$ cat config.mk
export PLATFORM = sky130hd
export DESIGN_NAME = sprite_write_scheduler
export DESIGN_NICKNAME = d
export VERILOG_FILES = /design/src/rtl/sprite_write_scheduler.sv
export SDC_FILE = /design/constraint.sdc
export NUM_CORES = 1
export LEC_CHECK = 0
export ABC_CLOCK_PERIOD_IN_PS = 3200
export CORE_MARGIN = 1.5
export CORE_UTILIZATION = 40
export CTS_BUF_LIST = sky130_fd_sc_hd__clkbuf_8
export DETAILED_ROUTE_END_ITERATION = 10
export PLACE_DENSITY = 0.63
export RECOVER_POWER = 25
export SKIP_LAST_GASP = 1
export SLEW_MARGIN = 10
export SYNTH_ARGS = -nofsm -noshare
export SYNTH_HDL_FRONTEND = slang
export SYNTH_SLANG_ARGS = --single-unit
$ cat constraint.sdc
create_clock -name clk_25 -period 3.2 [get_ports clk_25]
set_input_delay 0.96 -clock clk_25 [delete_from_list [all_inputs] [get_ports clk_25]]
set_output_delay 0.96 -clock clk_25 [all_outputs]
set_load 0.1 [all_outputs]
$ cat src/rtl/sprite_write_scheduler.sv
// Sprite attribute write scheduler: arbitrates host/animation writes
// into a FIFO and issues them to the spriter only during vertical blank.
module sprite_write_scheduler #(
  parameter int DEPTH    = 4,
  parameter int V_ACTIVE = 480
) (
  input  logic        clk_25,
  input  logic        n_reset,
  input  logic [9:0]  row,
  input  logic        req0_valid,
  input  logic [4:0]  req0_addr,
  input  logic [18:0] req0_data,
  output logic        req0_ready,
  input  logic        req1_valid,
  input  logic [4:0]  req1_addr,
  input  logic [18:0] req1_data,
  output logic        req1_ready,
  output logic [4:0]  address,
  output logic [18:0] datain,
  output logic        rwenable,
  output logic [4:0]  pending,
  output logic        drained
);

  localparam int PW = (DEPTH > 1) ? $clog2(DEPTH) : 1;

  typedef enum logic [1:0] {
    ACTIVE,
    DRAIN,
    BLANK_IDLE
  } state_t;

  state_t        state;
  logic          in_blank;
  logic          last_grant;
  logic [PW-1:0] head;
  logic [PW-1:0] tail;
  logic [23:0]   mem [DEPTH];

  logic          gnt0;
  logic          gnt1;
  logic          push;
  logic          pop;
  logic [23:0]   push_word;
  logic [23:0]   head_word;

  // last_grant=1 means req1 won last, so req0 has priority next
  always_comb begin
    gnt0 = 1'b0;
    gnt1 = 1'b0;
    if (pending < 5'(DEPTH)) begin
      if (req0_valid && req1_valid) begin
        gnt0 = last_grant;
        gnt1 = !last_grant;
      end else begin
        gnt0 = req0_valid;
        gnt1 = req1_valid;
      end
    end
  end

  assign req0_ready = gnt0;
  assign req1_ready = gnt1;
  assign push       = gnt0 | gnt1;
  assign push_word  = gnt0 ? {req0_addr, req0_data}
                           : {req1_addr, req1_data};
  assign head_word  = mem[head];
  assign pop        = (state == DRAIN) && in_blank
                      && (pending != 5'd0);

  always_ff @(posedge clk_25) begin
    if (push) mem[tail] <= push_word;
  end

  always_ff @(posedge clk_25 or negedge n_reset) begin
    if (!n_reset) begin
      in_blank   <= 1'b0;
      last_grant <= 1'b1;
      head       <= '0;
      tail       <= '0;
      pending    <= '0;
    end else begin
      in_blank <= (row >= 10'(V_ACTIVE));
      if (push) begin
        last_grant <= gnt1;
        tail       <= tail + PW'(1);
      end
      if (pop) head <= head + PW'(1);
      unique case ({push, pop})
        2'b10:   pending <= pending + 5'd1;
        2'b01:   pending <= pending - 5'd1;
        default: pending <= pending;
      endcase
    end
  end

  always_ff @(posedge clk_25 or negedge n_reset) begin
    if (!n_reset) begin
      state    <= ACTIVE;
      address  <= '0;
      datain   <= '0;
      rwenable <= 1'b0;
      drained  <= 1'b0;
    end else begin
      rwenable <= 1'b0;
      drained  <= 1'b0;
      unique case (state)
        ACTIVE: begin
          if (in_blank) state <= DRAIN;
        end
        DRAIN: begin
          if (!in_blank) begin
            state <= ACTIVE;
          end else if (pending != 5'd0) begin
            rwenable <= 1'b1;
            address  <= head_word[23:19];
            datain   <= head_word[18:0];
            if (pending == 5'd1 && !push) begin
              drained <= 1'b1;
              state   <= BLANK_IDLE;
            end
          end else if (!push) begin
            // a push into an empty FIFO keeps us draining for next cycle
            state <= BLANK_IDLE;
          end
        end
        BLANK_IDLE: begin
          if (!in_blank) state <= ACTIVE;
          else if (pending != 5'd0) state <= DRAIN;
        end
        default: state <= ACTIVE;
      endcase
    end
  end

endmodule
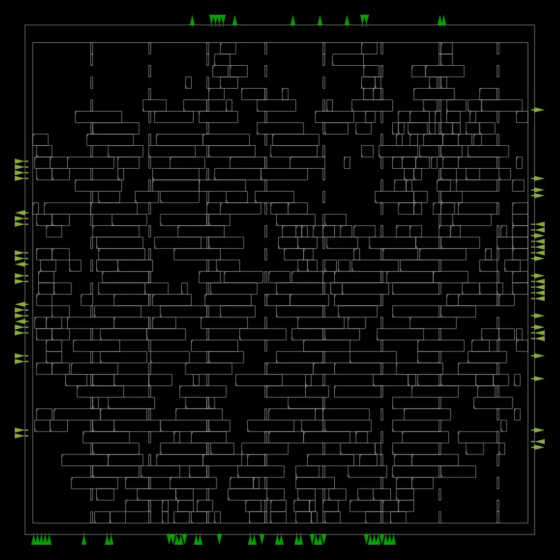
Fig. 1. Placed standard cells.
Post-Layout Cell Count: 582
flop share of the area: 55.6%

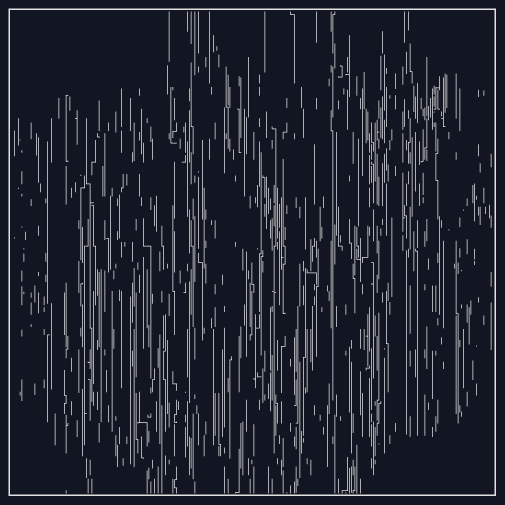
Fig. 2. M2 wires.
Drawn at 4 px/µm.
The layer holds 51% of the routed length. The layer carries 5300 µm of wire. The wires run mostly vertical.

==> out/metrics.yaml <==
status: "finished with violations"
violations: "max-capacitance violations, max-slew violations"
drc_errors: 0
hold_viol_final: 0
cp_data_required_time_ns: 2.24
area_leaders: "edfxtp_1 52%, dfrtp_1 17%, mux4_2 9.7%"
yosys-stat-area_mm2: 0.00558
wl_met3_um: 441
antenna_found_initial: 0
layout-drive-gt1-share_pct: 32.8
fp.dieW_um: 121
clock_path_buffers: 2
utilization_pct: 51.7
io_buffers: 89
critical_path_arrival_ns: 2.04
seq_cell_count: 135
finClkSkew_ns: 0.00816
max_cap_violations: 1
tns_ns: 0
fill_cells: 1150
largest_register_ffs: 96
rsz0062_at_grt: "no"
fp-row-count: 42
clock.fmax_ghz: 0.334
grt_max_degree: 29
layout.nonclk_buf_share_pct: 12.7
io_pins: 95
drt-met1-wl_mm: 4.50
cp_cell_sequence: "clkdlybuf4s50_1 > nand3_2 > clkinvlp_4 > buf_12"
largest-register: "mem"
final-clk-cell-share_pct: 4.86
slew_violations: 29
yosys_most_used_dff: "edfxtp_1"
wl_mm: 10.3
yosys-top-cells-count: "96 x edfxtp_1, 38 x dfrtp_1, 32 x mux2_2"
## cells by family after synthesis
logic type	Yosys count	share of synthesized area (%)
DFF	135	69.1
AOI/OAI and AO/OA	12	1.39
and+or+nand+nor	27	3.52
buffers and inverters	18	1.81
adders and majority gates	9	2.02
xor gates and xnor gates	8	1.25
muxes	74	20.9
## cells in the final DEF (no fill, tap or decap), types with 4 or more instances in the layout
| cell type | instances |
|---|---|
| mux2_4 | 17 |
| inv_1 | 11 |
| buf_4 | 18 |
| xnor2_1 | 4 |
| edfxtp_1 | 96 |
| dfrtp_1 | 33 |
| clkbuf_8 | 21 |
| and2_1 | 5 |
| ha_1 | 9 |
| mux2_2 | 32 |
| dfrtp_2 | 5 |
| clkbuf_1 | 25 |
| xor2_1 | 4 |
| clkdlybuf4s50_1 | 54 |
| buf_12 | 5 |
| mux4_2 | 24 |
## report_power, final
group / internal (µW) / leakage [µW] / switching (µW)
Clock: 594 / 0.000196 / 594
Combinational: 1080 / 0.000988 / 2200
Sequential: 2360 / 0.00133 / 318
## stage by stage
stage	cells	power, µW
floorplan	283	5360
global placement	550	6120
detailed placement	550	6180
CTS	582	7380
global route	582	7490
finish	582	7150
## path summary, 6_finish.rpt
check / startpoint / to / slack [ns] / cells past startpoint
max reg2reg: pending[0]$_DFFE_PN0P_ / pending[3]$_DFFE_PN0P_ / 0.36 / 8
min: datain[17]$_DFFE_PN0P_ / datain[17]$_DFFE_PN0P_ / 0.51 / 1
max: req0_valid / req0_ready / 0.20 / 4
max in group asynchronous: n_reset / address[1]$_DFFE_PN0P_ / 0.84 / 2
min reg2reg: datain[17]$_DFFE_PN0P_ / datain[17]$_DFFE_PN0P_ / 0.51 / 1
min in group asynchronous: n_reset / datain[17]$_DFFE_PN0P_ / 0.93 / 1
Power figures rest on the tool's default switching activity, not on a simulated workload.
